**src/rtl/clk_div_gen.sv**
```systemverilog
`default_nettype none
// ============================================================================
//  Module   : clk_div_gen
//  Purpose  : Multi-channel clock-enable / divided-clock generator. Each
//             channel counts 0..D on the system clock, emits a one-cycle
//             tick at terminal count and toggles a square-wave output on
//             every tick. Divisor updates are staged in a shadow register
//             and only take effect at the channel's terminal count, so no
//             shortened or stretched period ever appears. A lock sequencer
//             raises `locked` once every channel has run with its applied
//             divisor for LOCK_CYCLES cycles.
//  Optional : CLK_DIV_GEN_SYNC_EN adds a `sync` input that phase-aligns all
//             channels and applies pending divisors immediately.
//  Ports    : clk      - system clock
//             nrst     - synchronous active-low reset
//             en       - global run enable (0 freezes counters / ch_clk)
//             cfg_we   - one-cycle divisor write strobe
//             cfg_ch   - channel selected by cfg_we
//             cfg_div  - new divisor D (period D+1 cycles)
//             sync     - phase-align strobe (CLK_DIV_GEN_SYNC_EN only)
//             ch_tick  - per-channel one-cycle enable pulse
//             ch_clk   - per-channel 50% square wave
//             locked   - all channels stable for LOCK_CYCLES cycles
//  Revision : 1.0 - initial release
// ============================================================================
module clk_div_gen #(
    parameter  int NUM_CH      = 2,
    parameter  int CNT_W       = 16,
    parameter  int LOCK_CYCLES = 16,
    parameter  int DIV_RST     = 4,
    localparam int CH_W        = (NUM_CH > 1) ? $clog2(NUM_CH) : 1
) (
    input  logic              clk,
    input  logic              nrst,
    input  logic              en,
    input  logic              cfg_we,
    input  logic [CH_W-1:0]   cfg_ch,
    input  logic [CNT_W-1:0]  cfg_div,
`ifdef CLK_DIV_GEN_SYNC_EN
    input  logic              sync,
`endif
    output logic [NUM_CH-1:0] ch_tick,
    output logic [NUM_CH-1:0] ch_clk,
    output logic              locked
);

    localparam int LC_W = (LOCK_CYCLES > 1) ? $clog2(LOCK_CYCLES) : 1;

    typedef enum logic [1:0] {
        ST_UNLOCKED = 2'd0,
        ST_COUNTING = 2'd1,
        ST_LOCKED   = 2'd2
    } lock_state_t;

    // Per-channel state
    logic [NUM_CH-1:0][CNT_W-1:0] cnt_q, cnt_d;
    logic [NUM_CH-1:0][CNT_W-1:0] act_div_q, act_div_d;
    logic [NUM_CH-1:0][CNT_W-1:0] shd_div_q, shd_div_d;
    logic [NUM_CH-1:0]            tick_q, tick_d;
    logic [NUM_CH-1:0]            sqw_q, sqw_d;

    // Lock sequencer state
    lock_state_t                  state_q, state_d;
    logic [LC_W-1:0]              lock_cnt_q, lock_cnt_d;
    logic                         locked_q, locked_d;

    logic [NUM_CH-1:0]            w_wr;
    logic                         w_pending;
    logic                         w_sync;

`ifdef CLK_DIV_GEN_SYNC_EN
    assign w_sync = sync & en;
`else
    assign w_sync = 1'b0;
`endif

    // ------------------------------------------------------------------
    // Channel datapath
    // ------------------------------------------------------------------
    always_comb begin
        cnt_d     = cnt_q;
        act_div_d = act_div_q;
        shd_div_d = shd_div_q;
        tick_d    = '0;
        sqw_d     = sqw_q;
        w_wr      = '0;
        w_pending = 1'b0;

        for (int i = 0; i < NUM_CH; i++) begin
            w_wr[i] = cfg_we && (cfg_ch == CH_W'(i));
            // Pending uses the registered copies: the lock FSM reacts the
            // cycle after a write lands in the shadow register.
            if (shd_div_q[i] != act_div_q[i]) begin
                w_pending = 1'b1;
            end
        end

        for (int i = 0; i < NUM_CH; i++) begin
            if (w_wr[i]) begin
                shd_div_d[i] = cfg_div;
            end

            if (w_sync) begin
                // Alignment applies the previously staged divisor; a write in
                // this same cycle waits for the next terminal count.
                cnt_d[i]     = '0;
                sqw_d[i]     = 1'b0;
                act_div_d[i] = shd_div_q[i];
            end else if (en) begin
                if (cnt_q[i] == act_div_q[i]) begin
                    cnt_d[i]     = '0;
                    tick_d[i]    = 1'b1;
                    sqw_d[i]     = ~sqw_q[i];
                    // A write coinciding with terminal count is taken now.
                    act_div_d[i] = w_wr[i] ? cfg_div : shd_div_q[i];
                end else begin
                    cnt_d[i] = cnt_q[i] + CNT_W'(1);
                end
            end
        end
    end

    // ------------------------------------------------------------------
    // Lock sequencer
    // ------------------------------------------------------------------
    always_comb begin
        state_d    = state_q;
        lock_cnt_d = lock_cnt_q;

        if (!en || w_pending || w_sync) begin
            state_d    = ST_UNLOCKED;
            lock_cnt_d = '0;
        end else begin
            case (state_q)
                ST_UNLOCKED: begin
                    state_d    = ST_COUNTING;
                    lock_cnt_d = '0;
                end
                ST_COUNTING: begin
                    if (lock_cnt_q == LC_W'(LOCK_CYCLES - 1)) begin
                        state_d = ST_LOCKED;
                    end else begin
                        lock_cnt_d = lock_cnt_q + LC_W'(1);
                    end
                end
                ST_LOCKED: begin
                    state_d = ST_LOCKED;
                end
                default: begin
                    state_d    = ST_UNLOCKED;
                    lock_cnt_d = '0;
                end
            endcase
        end

        locked_d = (state_d == ST_LOCKED);
    end

    // ------------------------------------------------------------------
    // Registers
    // ------------------------------------------------------------------
    always_ff @(posedge clk) begin
        if (!nrst) begin
            cnt_q      <= '0;
            act_div_q  <= {NUM_CH{CNT_W'(DIV_RST)}};
            shd_div_q  <= {NUM_CH{CNT_W'(DIV_RST)}};
            tick_q     <= '0;
            sqw_q      <= '0;
            state_q    <= ST_UNLOCKED;
            lock_cnt_q <= '0;
            locked_q   <= 1'b0;
        end else begin
            cnt_q      <= cnt_d;
            act_div_q  <= act_div_d;
            shd_div_q  <= shd_div_d;
            tick_q     <= tick_d;
            sqw_q      <= sqw_d;
            state_q    <= state_d;
            lock_cnt_q <= lock_cnt_d;
            locked_q   <= locked_d;
        end
    end

    assign ch_tick = tick_q;
    assign ch_clk  = sqw_q;
    assign locked  = locked_q;

endmodule
`default_nettype wire
```
**config.mk**
```make
export PLATFORM = sky130hd
export DESIGN_NAME = clk_div_gen
export DESIGN_NICKNAME = d
export VERILOG_FILES = /design/src/rtl/clk_div_gen.sv
export SDC_FILE = /design/constraint.sdc
export NUM_CORES = 1
export LEC_CHECK = 0
export ABC_AREA = 1
export CORE_MARGIN = 2
export CORE_UTILIZATION = 40
export CTS_BUF_LIST = sky130_fd_sc_hd__clkbuf_4
export DETAILED_ROUTE_END_ITERATION = 10
export GPL_TIMING_DRIVEN = 0
export PLACE_DENSITY = 0.59
export SETUP_SLACK_MARGIN = 0.05
export SYNTH_ARGS = -nofsm -noshare
export SYNTH_HDL_FRONTEND = slang
export SYNTH_SLANG_ARGS = --single-unit
export TNS_END_PERCENT = 20
```
**constraint.sdc**
```tcl
create_clock -name clk -period 2.3 [get_ports clk]
set_clock_uncertainty 0.05 [all_clocks]
set_input_delay 0.345 -clock clk [delete_from_list [all_inputs] [get_ports clk]]
set_output_delay 0.345 -clock clk [all_outputs]
set_load 0.01 [all_outputs]
```
**A small window of the routed layout**

Window x 47 to 77, y 47 to 77 µm. Cells in grey, sequential cells in the stronger grey; small squares are vias.
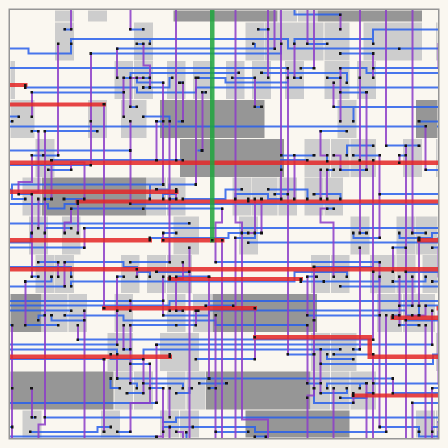
Key: green = met4; purple = met2; blue = met1; red = met3
Sequential cells in the window: 7. 79 logic cells have their middle in the window. Netlist names of flops here include shd_div_q (5), act_div_q (2). Most frequent: nand2_1 (32), o21ai_0 (14), inv_1 (11).

**Cell placement**

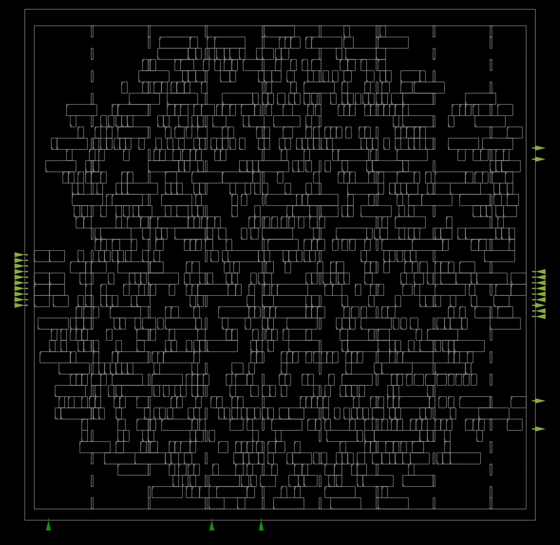
post-layout instance count excluding filler cells: 1168
row cnt: 43

**Wiring by layer**

Scale: 3 px per µm. Only two layers are drawn.
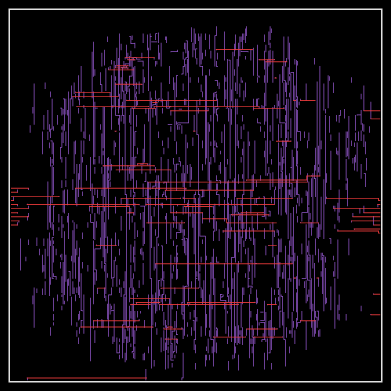
Key: red = met3 [wire length 1060 µm]; purple = met2 [wire length 6410 µm]
routed length per instance: 14.0 µm
via count: 5594
final wirelength: 16300 µm

==> results_dict.tcl <==
# metrics dict for downstream scripts
set metrics [dict create \
    tns_ns 0 \
    grt_use_met1 0.347 \
    tightest_slew_ns 0.810 \
    critPathArrivalTime_ns 2.37 \
    clk-insertion-delay-late_ns 0.48 \
    holdCritPathClass "in -> reg" \
    crit_end "act_div_q[14]" \
    end_kind "register" \
    crit_family "buffers and inverters" \
    port_buffers 25 \
    power_leakage_nw 3.51 \
    cts_max_path_buffers 2 \
    post-route-drc-count 0 \
    clock.fmax_ghz 0.506 \
    antenna_cells 0 \
    cts_sinks 107 \
    dieArea_um2 15300 \
    avgViaCountPerCell 4.79 \
    netlist_top_cells_area "dfxtp_1, nand2_1, inv_1" \
    yosysWarningCount 0 \
    hold_violations 0 \
    timing.final.crit_share 0.859 \
    dp.cells 1152 \
    outcome "complete, no violations" \
    drtIter0Drc 402 \
    max_stage_delay_ns 0.68 \
    antenna_left 0 \
    ir_drop_mv 0.197 \
    rsz0062_at_grt "no" \
    fin_util 0.454 \
    layout_min_cycle_time_ns 1.97 \
    gr-usage-met3 0.0302 \
    cp_max_fo 10 \
    cts_hold_buffers 0 \
    cts_root_buf "clkbuf_4" \
    dr_wl_met2_um 6410 \
    reg2regPathDepth 5 \
    postSynthCellCount 947 \
    required_ns 2.70 \
    fp-utilization 0.411 \
    synth_top_area_share 0.374 \
    holdWs_ns 0.447 \
]
tightest hold or removal path, delay by kind of cell:
kind	cells	cell delay [ns]
buffers and inverters	1	0.42
AND/OR/NAND/NOR	2	0.18
cell families (layout without fill, tap and decap cells):
family | after synthesis | count (layout) | share of synthesized area
compound gates | 71 | 71 | 0.0660
xor+xnor | 14 | 14 | 0.0214
fa+ha+maj | 3 | 3 | 0.00655
buf+inv | 194 | 235 | 0.133
flops | 107 | 107 | 0.374
simple gates | 558 | 558 | 0.399
registers in the layout, summed over array words and instances (netlist names):
register	flops
act_div_q	32
ch_clk	2
ch_tick	2
cnt_q	32
lock_cnt_q	4
locked	1
shd_div_q	32
state_q	2
power by group:
group	total [mW]	internal (mW)	switching, mW
Combinational	0.407	0.143	0.263
Clock	0.962	0.318	0.644
Sequential	1.94	1.90	0.0356
Total	3.30	2.36	0.943
layout make-up:
cell class	instances	area (µm²)
fill	1539	7600
clock inverter	7	58.8
inverter	174	653
clock buffer	9	67.6
buffer	20	108
tap	180	225
sequential	107	2140
multi-input combinational	646	2830
timing repair buffer	25	250
placed cells by master (no fill, tap or decap), types with 3 or more instances in the layout:
cell type and count:
buf_1 4, o22ai_1 3, nand3_1 31, inv_2 17
inv_1 156, clkbuf_4 9, nand2_1 380, o21ai_0 46
a21oi_1 15, nand4_1 22, nor2_1 91, clkbuf_1 4
xor2_1 12, o211ai_1 5, buf_2 8, clkdlybuf4s50_1 25
ha_1 3, clkinv_1 4, nor3_1 19, nor2_2 3
dfxtp_1 107, nor4_1 3
per-stage QoR:
stage / setup WS, ns / power, mW
floorplan: 0.903 / 2.23
global placement: -0.221 / 2.38
detailed placement: -0.239 / 2.38
CTS: 0.286 / 3.32
global route: 0.156 / 3.46
finish: 0.325 / 3.30
Power is estimated from default activity; no workload was simulated.
